`src/rtl/inst_loader_pkg.sv`:
```
// inst_loader_pkg
//   Constants and the state type shared by the boot loader files.
//   LOADER_ADDR_WIDTH      default instruction memory address width (words)
//   INST_MEM_WIDTH         instruction word width in bits
//   LOADER_BYTES_PER_WORD  received bytes per instruction word
//   loader_state_t         loader FSM state encoding
package inst_loader_pkg;

  localparam int LOADER_ADDR_WIDTH     = 14;
  localparam int INST_MEM_WIDTH        = 32;
  localparam int LOADER_BYTES_PER_WORD = 4;

  typedef enum logic [2:0] {
    HEADER,
    BODY,
    CHECK,
    DONE,
    ERROR
  } loader_state_t;

endpackage

```
`src/rtl/inst_loader_if.sv`:
```
// inst_loader_if
//   Byte-stream input and instruction memory write port of the boot loader.
//   master : loader side (accepts rx bytes, drives memory write and core control)
//   slave  : environment side (UART receiver, instruction memory, cores)
//   Signals: rx_data/rx_valid/rx_ready byte handshake; mem_we/mem_addr/mem_wdata
//   write port; hold, start, error, words_loaded status.
interface inst_loader_if
  import inst_loader_pkg::*;
#(
  parameter int ADDR_WIDTH = LOADER_ADDR_WIDTH
) ();

  logic [7:0]                rx_data;
  logic                      rx_valid;
  logic                      rx_ready;
  logic                      mem_we;
  logic [ADDR_WIDTH-1:0]     mem_addr;
  logic [INST_MEM_WIDTH-1:0] mem_wdata;
  logic                      hold;
  logic                      start;
  logic                      error;
  logic [ADDR_WIDTH:0]       words_loaded;

  modport master (
    input  rx_data, rx_valid,
    output rx_ready, mem_we, mem_addr, mem_wdata, hold, start, error, words_loaded
  );

  modport slave (
    output rx_data, rx_valid,
    input  rx_ready, mem_we, mem_addr, mem_wdata, hold, start, error, words_loaded
  );

endinterface

```
`src/rtl/inst_loader_word_assembler.sv`:
```
// word_assembler
//   Packs accepted bytes into big-endian instruction words: the first byte
//   lands in bits [31:24], the fourth byte completes the word.
//   clk, reset   clock, synchronous active-high reset
//   byte_in      received byte
//   byte_valid   byte accepted this cycle (handshake already qualified)
//   word         assembled word, valid while word_done is high
//   word_done    high on the handshake of the fourth byte
module word_assembler
  import inst_loader_pkg::*;
(
  input  logic                      clk,
  input  logic                      reset,
  input  logic [7:0]                byte_in,
  input  logic                      byte_valid,
  output logic [INST_MEM_WIDTH-1:0] word,
  output logic                      word_done
);

  logic [1:0]  byte_cnt;
  logic [23:0] shift_q;

  always_ff @(posedge clk) begin
    if (reset) begin
      byte_cnt <= '0;
      shift_q  <= '0;
    end else if (byte_valid) begin
      byte_cnt <= byte_cnt + 2'd1;
      shift_q  <= {shift_q[15:0], byte_in};
    end
  end

  // The final byte is used straight from the input so the word is available
  // in the handshake cycle itself.
  assign word      = {shift_q, byte_in};
  assign word_done = byte_valid && (byte_cnt == 2'(LOADER_BYTES_PER_WORD - 1));

endmodule

```
`src/rtl/inst_loader.sv`:
```
// inst_loader
//   Boot-time program loader. Receives a header word N, then N big-endian
//   words which are written to instruction memory from address 0 while the
//   cores are held. A single start pulse releases the cores afterwards.
//   clk, reset   clock, synchronous active-high reset
//   bus          inst_loader_if.master: rx byte handshake, memory write port,
//                hold/start/error/words_loaded
//   Build option: define LOADER_CHECKSUM_EN to require a trailing 32-bit word
//   equal to the sum (mod 2**32) of all body words before start is issued.
//
//   state  | meaning
//   HEADER | collecting the 4-byte word count N
//   BODY   | collecting words, one memory write per completed word
//   CHECK  | collecting the checksum word (LOADER_CHECKSUM_EN only)
//   DONE   | image loaded, cores released; waits for reset
//   ERROR  | bad length or checksum; cores stay held until reset
module inst_loader
  import inst_loader_pkg::*;
#(
  parameter int ADDR_WIDTH = LOADER_ADDR_WIDTH
) (
  input logic         clk,
  input logic         reset,
  inst_loader_if.master bus
);

  localparam logic [INST_MEM_WIDTH-1:0] CAPACITY = INST_MEM_WIDTH'(1) << ADDR_WIDTH;

`ifdef LOADER_CHECKSUM_EN
  localparam loader_state_t POST_BODY = CHECK;
`else
  localparam loader_state_t POST_BODY = DONE;
`endif

  loader_state_t             state, state_next;
  logic                      hs;
  logic [INST_MEM_WIDTH-1:0] asm_word;
  logic                      asm_done;
  logic [ADDR_WIDTH:0]       n_words;
  logic [ADDR_WIDTH:0]       words_loaded_q;
  logic                      mem_we_q;
  logic [ADDR_WIDTH-1:0]     mem_addr_q;
  logic [INST_MEM_WIDTH-1:0] mem_wdata_q;
  logic                      start_q;
  logic                      last_write;
`ifdef LOADER_CHECKSUM_EN
  logic [INST_MEM_WIDTH-1:0] sum_q;
`endif

  assign bus.rx_ready = (state == HEADER) || (state == BODY) || (state == CHECK);
  assign hs           = bus.rx_valid && bus.rx_ready;

  word_assembler u_word_assembler (
    .clk       (clk),
    .reset     (reset),
    .byte_in   (bus.rx_data),
    .byte_valid(hs),
    .word      (asm_word),
    .word_done (asm_done)
  );

  // words_loaded advances together with mem_we, so equality here means the
  // write of word N-1 is on the bus this cycle.
  assign last_write = mem_we_q && (words_loaded_q == n_words);

  always_comb begin
    state_next = state;
    case (state)
      HEADER: begin
        if (asm_done) begin
          if (asm_word == '0)          state_next = POST_BODY;
          else if (asm_word > CAPACITY) state_next = ERROR;
          else                         state_next = BODY;
        end
      end
      BODY: begin
        if (last_write) state_next = POST_BODY;
      end
`ifdef LOADER_CHECKSUM_EN
      CHECK: begin
        if (asm_done) state_next = (asm_word == sum_q) ? DONE : ERROR;
      end
`endif
      default: state_next = state;
    endcase
  end

  always_ff @(posedge clk) begin
    if (reset) begin
      state          <= HEADER;
      n_words        <= '0;
      words_loaded_q <= '0;
      mem_we_q       <= 1'b0;
      mem_addr_q     <= '0;
      mem_wdata_q    <= '0;
      start_q        <= 1'b0;
    end else begin
      state    <= state_next;
      start_q  <= (state_next == DONE) && (state != DONE);
      mem_we_q <= (state == BODY) && asm_done;
      // Range check has already passed when BODY is entered, so the low
      // ADDR_WIDTH+1 bits hold N exactly.
      if ((state == HEADER) && asm_done) n_words <= asm_word[ADDR_WIDTH:0];
      if ((state == BODY) && asm_done) begin
        mem_addr_q     <= words_loaded_q[ADDR_WIDTH-1:0];
        mem_wdata_q    <= asm_word;
        words_loaded_q <= words_loaded_q + 1'b1;
      end
    end
  end

`ifdef LOADER_CHECKSUM_EN
  always_ff @(posedge clk) begin
    if (reset)                       sum_q <= '0;
    else if ((state == BODY) && asm_done) sum_q <= sum_q + asm_word;
  end
`endif

  assign bus.mem_we       = mem_we_q;
  assign bus.mem_addr     = mem_addr_q;
  assign bus.mem_wdata    = mem_wdata_q;
  assign bus.start        = start_q;
  assign bus.hold         = (state != DONE);
  assign bus.error        = (state == ERROR);
  assign bus.words_loaded = words_loaded_q;

endmodule
```
`src/flat_wrapper.sv`:
```
// flat-port wrapper written by rule: the top's interface ports become plain ports
module inst_loader_flat import inst_loader_pkg::*;
#(
  parameter int ADDR_WIDTH = LOADER_ADDR_WIDTH
)
  (clk, reset, bus_rx_data, bus_rx_valid, bus_rx_ready, bus_mem_we, bus_mem_addr, bus_mem_wdata, bus_hold, bus_start, bus_error, bus_words_loaded);
  inst_loader_if #(.ADDR_WIDTH(ADDR_WIDTH)) bus_i ();
  input logic clk;
  input logic reset;
  input wire logic [$bits(bus_i.rx_data)-1:0] bus_rx_data;
  input wire logic [$bits(bus_i.rx_valid)-1:0] bus_rx_valid;
  output wire logic [$bits(bus_i.rx_ready)-1:0] bus_rx_ready;
  output wire logic [$bits(bus_i.mem_we)-1:0] bus_mem_we;
  output wire logic [$bits(bus_i.mem_addr)-1:0] bus_mem_addr;
  output wire logic [$bits(bus_i.mem_wdata)-1:0] bus_mem_wdata;
  output wire logic [$bits(bus_i.hold)-1:0] bus_hold;
  output wire logic [$bits(bus_i.start)-1:0] bus_start;
  output wire logic [$bits(bus_i.error)-1:0] bus_error;
  output wire logic [$bits(bus_i.words_loaded)-1:0] bus_words_loaded;
  assign bus_i.rx_data = bus_rx_data;
  assign bus_i.rx_valid = bus_rx_valid;
  assign bus_rx_ready = bus_i.rx_ready;
  assign bus_mem_we = bus_i.mem_we;
  assign bus_mem_addr = bus_i.mem_addr;
  assign bus_mem_wdata = bus_i.mem_wdata;
  assign bus_hold = bus_i.hold;
  assign bus_start = bus_i.start;
  assign bus_error = bus_i.error;
  assign bus_words_loaded = bus_i.words_loaded;
  inst_loader #(.ADDR_WIDTH(ADDR_WIDTH)) u_core (.clk(clk), .reset(reset), .bus(bus_i));
endmodule
```
`config.mk`:
```
export PLATFORM = sky130hd
export DESIGN_NAME = inst_loader_flat
export DESIGN_NICKNAME = d
export VERILOG_FILES = /design/src/rtl/inst_loader_pkg.sv /design/src/rtl/inst_loader_if.sv /design/src/rtl/inst_loader_word_assembler.sv /design/src/rtl/inst_loader.sv /design/src/flat_wrapper.sv
export SDC_FILE = /design/constraint.sdc
export NUM_CORES = 1
export LEC_CHECK = 0
export ABC_AREA = 1
export CORE_MARGIN = 2
export CORE_UTILIZATION = 52
export CTS_CLUSTER_DIAMETER = 30
export CTS_CLUSTER_SIZE = 10
export DETAILED_ROUTE_END_ITERATION = 10
export PLACE_DENSITY = 0.77
export SLEW_MARGIN = 20
export SYNTH_ARGS = -nofsm -noshare
export SYNTH_HDL_FRONTEND = slang
export SYNTH_SLANG_ARGS = --single-unit
```
`constraint.sdc`:
```
create_clock -name clk -period 1.63 [get_ports clk]
set_input_delay 0.2445 -clock clk [delete_from_list [all_inputs] [get_ports clk]]
set_output_delay 0.2445 -clock clk [all_outputs]
set_load 0.03 [all_outputs]
```
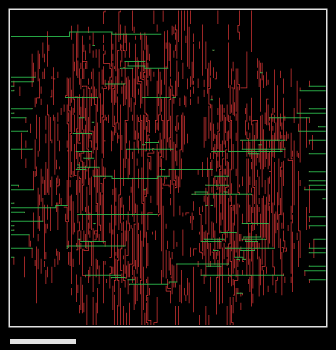
layers.png
Bar = 20 um. Two of the layers only.
color	layer	wire length
green	M3	661 um
red	M2	5540 um

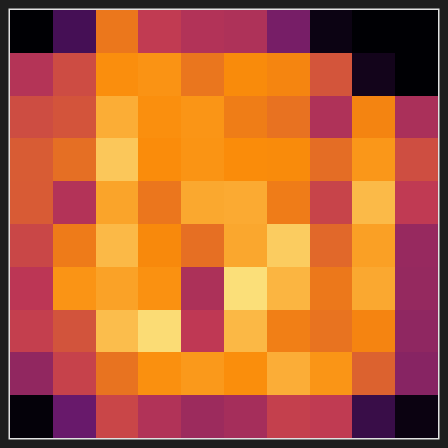
util_map.png
10 x 10 tiles, from black (low) to pale yellow (high), 0 to 100% covered.
mean over tiles	59%
nearly empty tiles	5.0%
fullest tile	93%
FP Core Util: 53.2%
Core ar.: 0.00818 sq mm
Core Util, Final: 67.4%

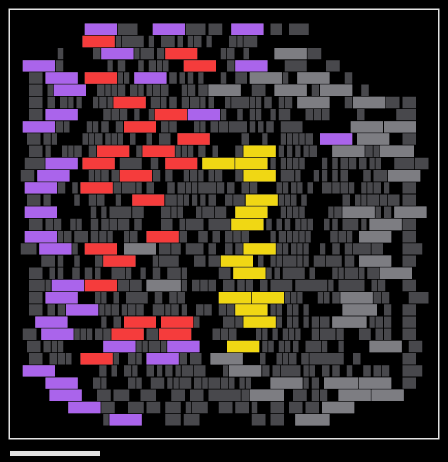
ff_map.png
Bar = 20 um. Other sequential cells in the stronger gray, the rest of the logic in the fainter gray.
color	netlist name	sequential cells
yellow	u_core.n_words	15
red	u_core.u_word_assembler.shift_q	24
purple	u_core.bus.mem_wdata	32

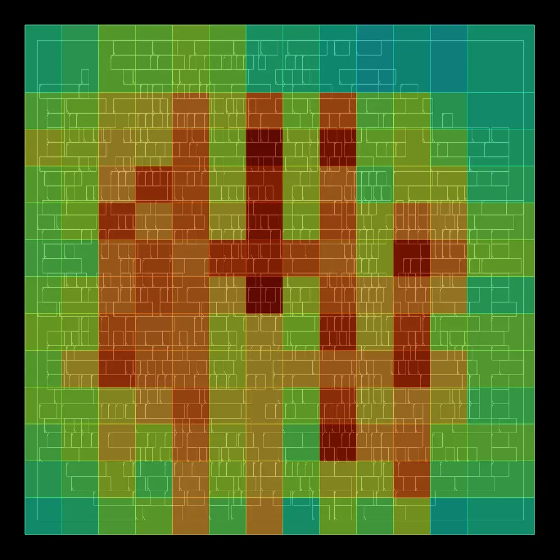
congestion_map.png
M2 GR Usage: 44.8%
most used routing layer: met2
GR Layer Usage met3: 3.64%

==> results.json <==
{
  "path_buffers": 0,
  "drtIter0Drc": 218,
  "regArea_sq_mm": 0.00215,
  "arrival_ns": 1.82,
  "n_tap_cell": 105,
  "path_cells": "ha_1, nand3_1, nor3_4, nand2_1, o21ai_1, a21oi_1",
  "synth-async-reset-ratio_pct": 0,
  "cp_data_required_time_ns": 1.88,
  "fmaxAchievable_mhz": 639,
  "warnings": 27,
  "buffers": 110,
  "grt-ovfl-total": 0,
  "setup_viol": 0,
  "outcome": "complete, no violations",
  "yosysTopAreaCell": "dfxtp_1",
  "area_growth_pct": 26.8,
  "yosys.stat.chipArea_sq_mm": 0.00435,
  "wirelength_um": 11300,
  "grt_pass1_vias": 4064,
  "dieArea_sq_mm": 0.00910,
  "clockBufferDepth": 2,
  "buffer_area_share_pct": 17.9,
  "pwr-share-clk_pct": 33.6,
  "r2r_start": "u_core.bus.words_loaded[1]",
  "ant_nets": 0,
  "drv_cap": 0,
  "p_int_w": 0.00333,
  "vias": 4263,
  "hpwl_um": 8000,
  "ff_type": "dfxtp_1",
  "clkbuf_count": 9,
  "io_buffers": 76,
  "worstSkewPairLatency_ns": 0.37,
  "seqPwrFrac_pct": 60.3,
  "syn-num-nets": 607,
  "synthTopCellsByCount": "166 x nand2_1, 107 x dfxtp_1, 96 x a21oi_1, 51 x nor2_1, 38 x inv_1",
  "logic_gate_count": 412,
  "syn_inst": 594,
  "dieHeight_um": 95.4,
  "clkSinkCount": 107,
  "fin_crit_sh_pct": 96.0,
  "num_rows": 33,
  "edf_count": 0,
  "antenna_found_initial": 0,
  "start_kind": "flip-flop",
  "synth.most_common_cell": "nand2_1",
  "worstSetupPathType": "reg2reg",
  "viasPerCell": 5.38,
  "clk_pin_slew_ns": 0.10,
  "worst_pin_slew_ns": 0.320,
  "slowest_delay_ns": 0.41,
  "largestClassByArea": "sequential cells",
  "p_sw_share_pct": 25.3,
  "htreeDepth": 3,
  "postSynthAreaPerCell_sq_um": 7.32,
  "clkCellAreaFrac_pct": 3.16,
  "cp-startpoint": "u_core.bus.words_loaded[1]",
  "drive_above_1_share_pct": 11.6,
  "netSwitchingPower_w": 0.00113,
  "synth.distinct_cells": 27,
  "sh_seq_area_pct": 39.0
}
power groups by stage:
| stage | clock network (W) | logic, W | registers [W] |
|---|---|---|---|
| 3_5_place_dp | 0 | 0.000262 | 0.00274 |
| 5_1_grt | 0.00161 | 0.000302 | 0.00269 |
| 4_1_cts | 0.00151 | 0.000264 | 0.00268 |
| 3_3_place_gp | 0 | 0.000253 | 0.00274 |
| 2_1_floorplan | 0 | 0.000163 | 0.00273 |
| 6_report | 0.00150 | 0.000271 | 0.00269 |
layer usage:
layer / share of wire [%] / vias up / track usage, %
li1: - / 2098 / -
met1: 43 / 1988 / 32.7
met2: 49 / 152 / 44.8
met3: 5.8 / 25 / 3.64
met4: 2.3 / 0 / 10.8
met5: 0 / - / 0
cells by family (layout without fill, tap and decap cells):
family,count (synthesis),after routing,share of synthesized area [%]
DFF,107,107,49.3
adders and majority gates,2,2,0.576
AOI/OAI and AO/OA,136,136,15.7
xor gates and xnor gates,3,3,0.605
buffers and inverters,75,168,7.40
and+or+nand+nor,271,271,26.4
flip-flops by register name (all words and copies together) (netlist names):
name,flops
u_core.bus.mem_addr,14
u_core.bus.mem_wdata,32
u_core.bus.mem_we,1
u_core.bus.start,1
u_core.bus.words_loaded,15
u_core.n_words,15
u_core.state,3
u_core.u_word_assembler.byte_cnt,2
u_core.u_word_assembler.shift_q,24
metrics by stage:
| stage | TNS [ns] | std cells | utilization (%) | worst slack [ns] | instance area (sq um) |
|---|---|---|---|---|---|
| after floorplan | 0 | 594 | - | 0.0306 | 4350 |
| after global placement | -1.73 | 774 | 65.2 | -0.108 | 5330 |
| after detailed placement | -5.43 | 774 | 65.2 | -0.149 | 5330 |
| after CTS | 0 | 790 | 66.5 | 0.000362 | 5440 |
| after global routing | -0.201 | 792 | 67.4 | -0.0724 | 5510 |
| final | 0 | 792 | 67.4 | 0.0651 | 5510 |
what timing repair did:
action                                  CTS  global route
cloned                                    0             0
pin swaps                                 0             2
endpoints found under the setup margin   55            28
setup buffers                             0             2
gates resized                            55            27
hold buffers                              0             0
cell usage in the layout (no fill, tap or decap), types with 2 or more instances in the layout:
cell type / n
clkinv_2: 3
a21oi_1: 96
buf_6: 2
nor3_1: 7
nor2_1: 49
inv_6: 3
buf_4: 32
inv_2: 3
dfxtp_2: 7
nand2_2: 3
o21ai_1: 5
nand2_1: 166
nand4_1: 3
dlymetal6s2s_1: 9
nand3_1: 30
inv_1: 38
ha_1: 2
nor2_2: 2
clkbuf_8: 9
nor2_4: 3
dlygate4sd2_1: 54
clkdlybuf4s50_1: 9
dfxtp_1: 100
o21ai_0: 34
buf_12: 2
xor2_1: 3
nor3_2: 3
final timing paths:
check,slack [ns],cells past startpoint,end
setup / recovery,0.07,6,u_core.bus.words_loaded[10]
hold / removal,0.34,3,u_core.bus.mem_we
setup reg to reg,0.07,6,u_core.bus.words_loaded[10]
hold reg to reg,0.47,2,u_core.bus.mem_wdata[25]
tightest hold or removal path, stage by stage:
cell and delay, ns:
buf_2 0.12, buf_12 0.19, nor2_1 0.12
No activity file was given, so power comes from the tool's default toggle rates.
